File: src/rtl/if_fetch_unit_pkg.sv
// Shared widths, defaults and the fetch-entry payload for the instruction fetch stage.
package if_fetch_unit_pkg;

   localparam int unsigned XLEN    = 32;
   localparam int unsigned INSTR_W = 32;

   localparam logic [XLEN-1:0] RESET_PC_DEFAULT = 32'h0000_0000;

   typedef struct packed {
      logic [XLEN-1:0]    pc;
      logic [INSTR_W-1:0] instr;
   } fetch_entry_t;

   // Sequential word address, wrapping modulo 2^32.
   function automatic logic [XLEN-1:0] next_pc(input logic [XLEN-1:0] pc);
      return pc + XLEN'(4);
   endfunction

endpackage

File: src/rtl/if_fetch_fifo.sv
// Synchronous fetch FIFO with flush and same-cycle push/pop (also when full).
module if_fetch_fifo
   import if_fetch_unit_pkg::*;
#(
   parameter int unsigned DEPTH = 2
) (
   input  logic                       clk,
   input  logic                       rst,
   input  logic                       flush,
   input  logic                       push,
   input  fetch_entry_t               din,
   input  logic                       pop,
   output fetch_entry_t               dout,
   output logic [$clog2(DEPTH+1)-1:0] count,
   output logic                       empty,
   output logic                       full
);

   localparam int unsigned AW = (DEPTH > 1) ? $clog2(DEPTH) : 1;
   localparam int unsigned CW = $clog2(DEPTH + 1);

   fetch_entry_t   mem [DEPTH];
   logic [AW-1:0]  rd_ptr;
   logic [AW-1:0]  wr_ptr;
   logic           do_pop;

   assign empty  = (count == '0);
   assign full   = (count == CW'(DEPTH));
   assign do_pop = pop & ~empty;
   assign dout   = empty ? '0 : mem[rd_ptr];

   // Pointers and occupancy; flush empties the queue without touching storage.
   always_ff @(posedge clk) begin
      if (rst || flush) begin
         rd_ptr <= '0;
         wr_ptr <= '0;
         count  <= '0;
      end else begin
         if (push) wr_ptr <= wr_ptr + AW'(1);
         if (do_pop) rd_ptr <= rd_ptr + AW'(1);
         case ({push, do_pop})
            2'b10:   count <= count + CW'(1);
            2'b01:   count <= count - CW'(1);
            default: count <= count;
         endcase
      end
   end

   always_ff @(posedge clk) begin
      if (!rst && !flush && push) mem[wr_ptr] <= din;
   end

   a_no_overflow: assert property (@(posedge clk) disable iff (rst) !(push && full && !pop))
      else $error("if_fetch_fifo: push into full FIFO");

endmodule

File: src/rtl/if_fetch_unit.sv
// Instruction fetch: owns the PC, issues credit-limited in-order fetches and feeds decode.
module if_fetch_unit
   import if_fetch_unit_pkg::*;
#(
   parameter logic [XLEN-1:0] RESET_PC = RESET_PC_DEFAULT,
   parameter int unsigned     DEPTH    = 2
) (
   input  logic                clk,
   input  logic                rst,
   output logic                imem_req_valid,
   input  logic                imem_req_ready,
   output logic [XLEN-1:0]     imem_req_addr,
   input  logic                imem_rsp_valid,
   input  logic [INSTR_W-1:0]  imem_rsp_data,
   input  logic                redirect_valid,
   input  logic [XLEN-1:0]     redirect_pc,
   output logic                id_valid,
   input  logic                id_ready,
   output logic [XLEN-1:0]     id_pc,
   output logic [INSTR_W-1:0]  id_instr
);

   localparam int unsigned CNT_W = $clog2(DEPTH + 1);
   localparam int unsigned SUM_W = CNT_W + 1;

   logic [XLEN-1:0]   pc_q;
   logic [XLEN-1:0]   rsp_pc_q;
   logic [CNT_W-1:0]  outstanding_q;
   logic [CNT_W-1:0]  drop_q;
   logic              live_q;

   logic [CNT_W-1:0]  fifo_count;
   logic              fifo_empty;
   logic              fifo_full;
   fetch_entry_t      fifo_head;
   fetch_entry_t      fifo_din;

   logic              credit_ok;
   logic              accept;
   logic              push;
   logic              pop;
   logic [XLEN-1:0]   target_pc;

   assign target_pc = redirect_pc & ~XLEN'(3);
   assign credit_ok = (SUM_W'(outstanding_q) + SUM_W'(fifo_count)) < SUM_W'(DEPTH);

   // live_q holds off issue for one idle cycle after reset release.
   assign imem_req_valid = live_q & ~rst & ~redirect_valid & credit_ok;
   assign imem_req_addr  = pc_q;
   assign accept         = imem_req_valid & imem_req_ready;

   assign push     = imem_rsp_valid & ~rst & ~redirect_valid & (drop_q == '0);
   assign fifo_din = '{pc: rsp_pc_q, instr: imem_rsp_data};

   assign id_valid = ~fifo_empty & ~redirect_valid & ~rst;
   assign pop      = id_valid & id_ready;
   assign id_pc    = fifo_head.pc;
   assign id_instr = fifo_head.instr;

   // PC, response PC, credit and stale-response bookkeeping.
   always_ff @(posedge clk) begin
      if (rst) begin
         pc_q          <= RESET_PC;
         rsp_pc_q      <= RESET_PC;
         outstanding_q <= '0;
         drop_q        <= '0;
         live_q        <= 1'b0;
      end else begin
         live_q <= 1'b1;
         if (redirect_valid) begin
            pc_q     <= target_pc;
            rsp_pc_q <= target_pc;
            drop_q   <= outstanding_q - CNT_W'(imem_rsp_valid);
         end else begin
            if (accept) pc_q <= next_pc(pc_q);
            if (push) rsp_pc_q <= next_pc(rsp_pc_q);
            if (imem_rsp_valid && drop_q != '0) drop_q <= drop_q - CNT_W'(1);
         end
         case ({accept, imem_rsp_valid})
            2'b10:   outstanding_q <= outstanding_q + CNT_W'(1);
            2'b01:   outstanding_q <= outstanding_q - CNT_W'(1);
            default: outstanding_q <= outstanding_q;
         endcase
      end
   end

   if_fetch_fifo #(
      .DEPTH (DEPTH)
   ) u_fifo (
      .clk   (clk),
      .rst   (rst),
      .flush (redirect_valid),
      .push  (push),
      .din   (fifo_din),
      .pop   (pop),
      .dout  (fifo_head),
      .count (fifo_count),
      .empty (fifo_empty),
      .full  (fifo_full)
   );

   a_full_means_no_credit: assert property (@(posedge clk) disable iff (rst)
      fifo_full |-> !imem_req_valid)
      else $error("if_fetch_unit: request issued with full FIFO");

endmodule

File: config.mk
export PLATFORM = sky130hd
export DESIGN_NAME = if_fetch_unit
export DESIGN_NICKNAME = d
export VERILOG_FILES = /design/src/rtl/if_fetch_unit_pkg.sv /design/src/rtl/if_fetch_fifo.sv /design/src/rtl/if_fetch_unit.sv
export SDC_FILE = /design/constraint.sdc
export NUM_CORES = 1
export LEC_CHECK = 0
export CAP_MARGIN = 10
export CORE_MARGIN = 2
export CORE_UTILIZATION = 40
export CTS_CLUSTER_DIAMETER = 50
export DETAILED_ROUTE_END_ITERATION = 8
export GPL_ROUTABILITY_DRIVEN = 0
export GPL_TIMING_DRIVEN = 1
export PLACE_DENSITY = 0.67
export REMOVE_ABC_BUFFERS = 1
export SETUP_SLACK_MARGIN = 0.5
export SYNTH_ARGS = -nofsm -noshare
export SYNTH_HDL_FRONTEND = slang
export SYNTH_HIERARCHICAL = 1
export SYNTH_SLANG_ARGS = --single-unit
File: constraint.sdc
create_clock -name clk -period 21.9 [get_ports clk]
set_input_delay 4.38 -clock clk [delete_from_list [all_inputs] [get_ports clk]]
set_output_delay 4.38 -clock clk [all_outputs]
set_load 0.01 [all_outputs]
==> job_summary.md, run 1 <==
## Synthesis and layout report

| Metric | Value |
|---|---|
| CTS tree | `yes` |
| Status | `finished clean` |
| Clock sinks | `198` |
| Die area | `0.0230 sq mm` |
| Worst r2r path cells | `8` |
| Buffers excl. clock | `170` |
| Relative slew slack | `22.4%` |
| Vias per inst | `5.18` |
| Final net count | `972` |
| Hold endpoint | `u_fifo/mem[1][45]` |
| Worst Setup EP | `id_valid` |
| FMAX | `0.0951 GHz` |
| Total Power | `785 uW` |
| Tool warnings | `27` |
| CTS resizes | `0` |
| Top pwr grp | `registers` |
| Clk pin slew, worst setup/hold paths | `0.06 ns` |
| Setup TNS | `0 ns` |
| Syn Std Cell Area | `0.00873 sq mm` |
| CTS Buf Count | `17` |
| 1st-iter DRT viols | `383` |
| Flop share of the area | `47.0%` |
| Row cnt | `54` |
| CP required | `17.52 ns` |
| Number of flip-flops in the largest register | `128` |
| Comb_multi_in | `492` |
| Ys Warns | `6` |
| Hold Path Depth | `0` |
| Post-route minimum period | `10.52 ns` |
| Reg with most FFs | `u_fifo/mem` |
| Avg Cell Area, Syn | `11.8 sq um` |
| I/O Pins | `168` |
| Power Sequential | `419 uW` |
| Comb gate area | `0.00325 sq mm` |
| Max-cap viol count | `0` |
| Tap Count | `280` |
| Signal buf overhead | `15.0%` |
| Clk root buf | `clkbuf_16` |
| Combinational power | `58.7 uW` |
| Total core area | `0.0216 sq mm` |
| Synth Instances | `741` |
| Die Y | `152 microns` |
| Number of global-route vias before repair | `5707` |
| Combinational share of cell area | `29.1%` |
| Final Hold Fails | `0` |
| Clock buffer cells | `18` |
| RR Startpoint | `u_fifo/count[0]` |
| Largest net degree at the start of global routing | `66` |
-- run 1: placed cells by master (no fill, tap or decap), types with 10 or more instances in the layout --
cell	instances
a21boi_0	16
a21oi_1	21
a31oi_1	13
and2_1	10
clkbuf_16	17
clkdlybuf4s50_1	162
dfxtp_1	69
edfxtp_1	128
inv_1	14
mux2i_1	67
nand2_1	37
nand3_1	29
nand4_1	24
nor2_1	96
nor3_1	13
o21a_1	12
o21ai_0	11
xnor2_1	20
xor2_1	25
-- run 1: critical path: stages --
cell	delay (ns)
buf_2	0.07
buf_4	0.49
inv_1	0.44
nand2_1	0.17
nor2_1	0.06
clkdlybuf4s50_1	0.51
-- run 1: metal layers --
metal	track usage, %	vias up	wire [microns]
li1	-	3028	-
met1	24.6	2906	9270
met2	25.7	200	8720
met3	3.71	23	1310
met4	6.11	0	286
met5	0	-	0
Run 1, signal wires on met4:
Supply wires on this layer in grey.
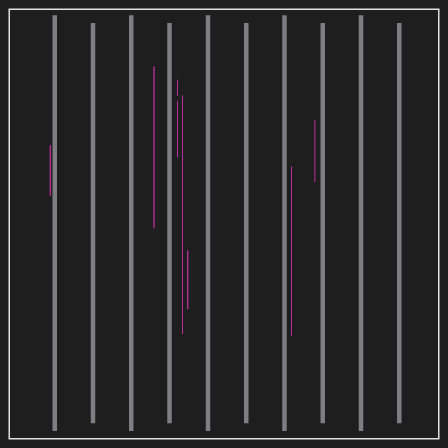
longest straight run: 84.3 microns
main direction: vertical
nets with wire on the layer: 5
wire length on this layer: 286 microns
share of all routed wire: 1.5%

Run 1, M1 wires:
Supply wires on this layer in grey.
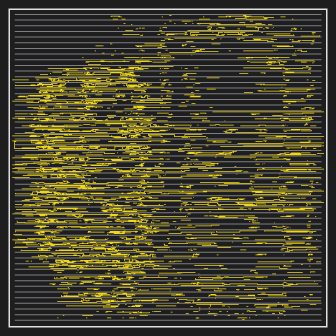
share of all routed wire: 47%
wire length on this layer: 9270 microns
nets with wire on the layer: 866

Run 1, metal layers overlaid:
Only two layers are drawn.
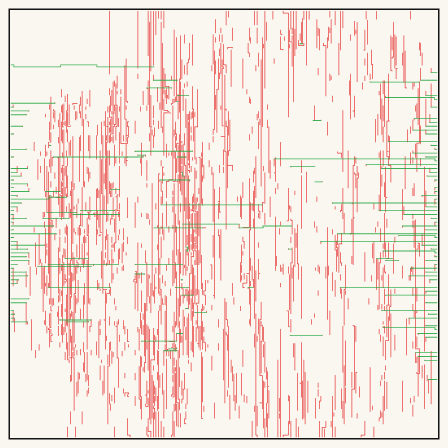
legend:
  metal 2:
    colour: red
    wire_length: 8720 microns
  metal 3:
    colour: green
    wire_length: 1310 microns

==> inputs of run 2 (changes only) <==
Clock period 21.9 ns to 9.7 ns, I/O delays scaled along.
==> run 2 against run 1 <==
Via count rose by 0.45%. Sequential share of layout area is essentially flat. Highest routed layer unchanged. Synthesized cell count is the same. Sequential power increased by 130%. Wire length up 0.65%. Critical path type unchanged. Critical path depth did not move. Global-route usage is 0.11 points lower.
==> job_summary.md, run 2 <==
## Synthesis and layout report

| Metric | Value |
|---|---|
| Status | `finished clean (unchanged)` |
| I/O Pins | `168 (unchanged)` |
| Vias per inst | `5.21 (was 5.18)` |
| Setup TNS | `0 ns (unchanged)` |
| Syn Std Cell Area | `0.00873 sq mm (unchanged)` |
| Slowest-stage cell, CP | `clkdlybuf4s50_1 (unchanged)` |
| CTS resizes | `0 (unchanged)` |
| Clock sinks | `198 (unchanged)` |
| Synth Instances | `741 (unchanged)` |
| Combinational share of cell area | `29.1% (about the same)` |
| RR Startpoint | `u_fifo/count[0] (unchanged)` |
| Tap Count | `280 (unchanged)` |
| Comb gate area | `0.00325 sq mm (unchanged)` |
| Final Hold Fails | `0 (unchanged)` |
| 1st-iter DRT viols | `322 (was 383)` |
| Flop share of the area | `47.1% (was 47.0%)` |
| Comb_multi_in | `492 (unchanged)` |
| Row cnt | `54 (unchanged)` |
| Clk pin slew, worst setup/hold paths | `0.06 ns (about the same)` |
| Most frequent cells in the layout | `clkdlybuf4s50_1 (162), edfxtp_1 (128), nor2_1 (96) (unchanged)` |
| Relative slew slack | `41.1% (was 22.4%)` |
| Clock buffer cells | `20 (was 18)` |
| Worst r2r path cells | `8 (unchanged)` |
| Total core area | `0.0216 sq mm (unchanged)` |
| CTS tree | `yes (unchanged)` |
| Die Y | `152 microns (unchanged)` |
| Slowest cell delay on critical path | `0.51 ns (about the same)` |
[run 2: critical path: cells and delay by family]
family | cells | cell delay, ns
buf+inv | 4 | 1.52
simple gates | 2 | 0.24
[run 2: per-layer routing]
| layer | track usage, % | vias up |
|---|---|---|
| met5 | 0 | - |
| met1 | 24.2 | 2928 |
| met3 | 4.43 | 18 |
| li1 | - | 3030 |
| met2 | 25.8 | 209 |
| met4 | 5.05 | 0 |
[run 2: report_power, final]
part | switching [uW] | internal [uW]
clock | 306 | 380
sequential | 28.9 | 918
combinational | 60.9 | 71.1
[run 2: how the worst max path moves through the flow]
| stage | to | depth (start not counted) |
|---|---|---|
| after CTS | id_valid | 6 |
| after detailed placement | id_valid | 6 |
| after floorplan | u_fifo/mem[0][0] | 4 |
| final | id_valid | 6 |
| after global placement | id_valid | 6 |
| after global routing | id_valid | 6 |
Run 2, signal wires on met4:
Supply wires on this layer in grey.
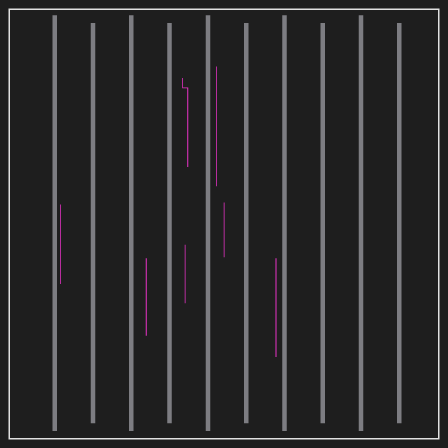
share of all routed wire: 1.0%
main direction: vertical
wire length on this layer: 205 microns

==> inputs of run 3 (changes only) <==
Clock period 9.7 ns to 5.39 ns, I/O delays scaled along.
==> run 3 against run 2 <==
Die area unchanged. Count of clock-buffer cells in the layout unchanged. Non-clock buffer count rose by 1. First-iteration DRC count shrank 1.9%. Final cell count about the same.
==> job_summary.md, run 3 <==
## Synthesis and layout report

| Metric | Value |
|---|---|
| Status | `finished clean (unchanged)` |
| M1 GR Usage | `23.4% (was 24.2%)` |
| FMAX | `0.256 GHz` |
| 1st-iter DRT viols | `316 (was 322)` |
| Net Switching | `703 uW (was 396 uW)` |
| Routed wl met3 | `1.22 mm (was 1.40 mm)` |
| Syn Std Cell Area | `0.00873 sq mm (unchanged)` |
| CP required | `4.31 ns (was 7.76 ns)` |
| Worst r2r path cells | `8 (unchanged)` |
| Power Sequential | `1700 uW (was 947 uW)` |
| Top pwr grp | `registers (unchanged)` |
| Gr busiest metal | `met2 (unchanged)` |
| Row cnt | `54 (unchanged)` |
| Relative slew slack | `42.0% (was 41.1%)` |
| Largest net degree at the start of global routing | `65 (was 66)` |
| Stages on the worst setup path | `6 (unchanged)` |
| Combinational power | `238 uW (was 132 uW)` |
| Final Hold Fails | `0 (unchanged)` |
| Number of global-route vias before repair | `5768 (was 5613)` |
| Routing usage on met3 | `4.64% (was 4.43%)` |
| Die Y | `152 microns (unchanged)` |
| Hold Path Depth | `0 (unchanged)` |
| Clock Power | `1320 uW (was 686 uW)` |
| Tool warnings | `27 (unchanged)` |
| Met2 global-route usage | `27.3% (was 25.8%)` |
| Ys Warns | `6 (unchanged)` |
| Largest delay contributor family on the critical path | `buffers and inverters (unchanged)` |
| CTS tree | `yes (unchanged)` |
[run 3: netlist changes by cell type in the layout (fill, tap and decap cells not counted)]
cell,delta
bufinv_16,+2
clkinv_2,-2
buf_12,+1
clkinv_4,+1
clkinvlp_2,+1
clkinvlp_4,-1
inv_6,-1
[run 3: final timing paths]
path,endpoint,slack (ns)
min,u_fifo/mem[1][45],0.50
min reg2reg,u_fifo/mem[1][45],0.50
max,id_valid,1.48
max reg2reg,imem_req_addr[11],2.02
[run 3: cell type report]
| class | count | area, sq um |
|---|---|---|
| Tap cell | 280 | 350 |
| Clock buffer | 20 | 437 |
| Clock inverter | 12 | 176 |
| Sequential cell | 198 | 5250 |
| Inverter | 16 | 60.1 |
| Timing Repair Buffer | 171 | 1700 |
| Multi-Input combinational cell | 492 | 3250 |
| Fill cell | 1896 | 10400 |
Run 3, metal layers overlaid:
Only two layers are drawn.
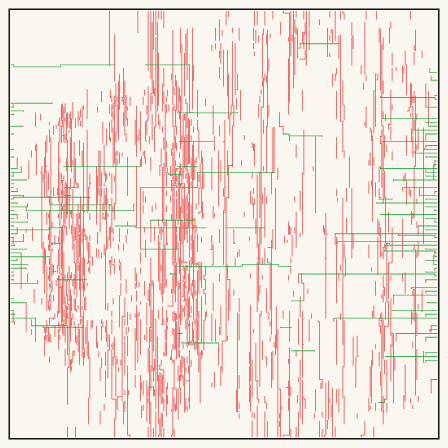
legend:
  metal 3:
    colour: green
    wire_length: 1220 microns
  metal 2:
    colour: red
    wire_length: 8910 microns


## Gallery

Close-up of the layout.
Scale bar: 10 microns. Region (61, 61) to (91, 91) microns. Cells in grey, sequential cells in the stronger grey; small squares are vias.
image #1
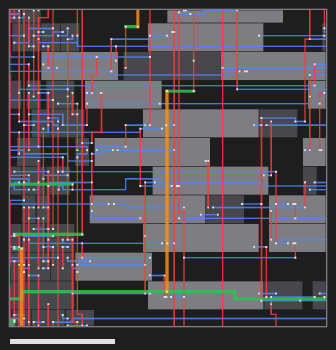
image #2
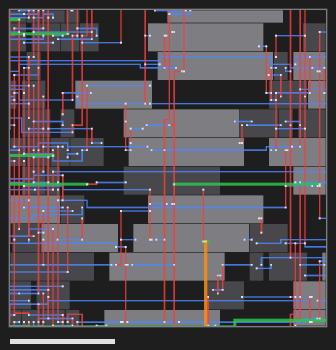
image #3
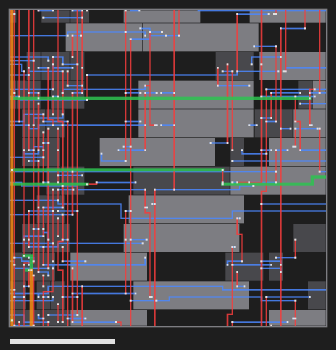
| from | picture |
|---|---|
| run 1 | image #3 |
| run 3 | image #2 |
| run 2 | image #1 |

Key to image #3:
legend:
  metal 3:
    colour: green
  metal 4:
    colour: orange
  metal 2:
    colour: red
  metal 1:
    colour: blue
netlist names of flops here include: u_fifo/mem (9), rsp_pc_q (3)
cells with their middle in the window: 41
sequential cells in the window: 12
most frequent: edfxtp_1 (9), nor2_1 (5), nand2_1 (4)

Power and IR drop assume default switching activity.
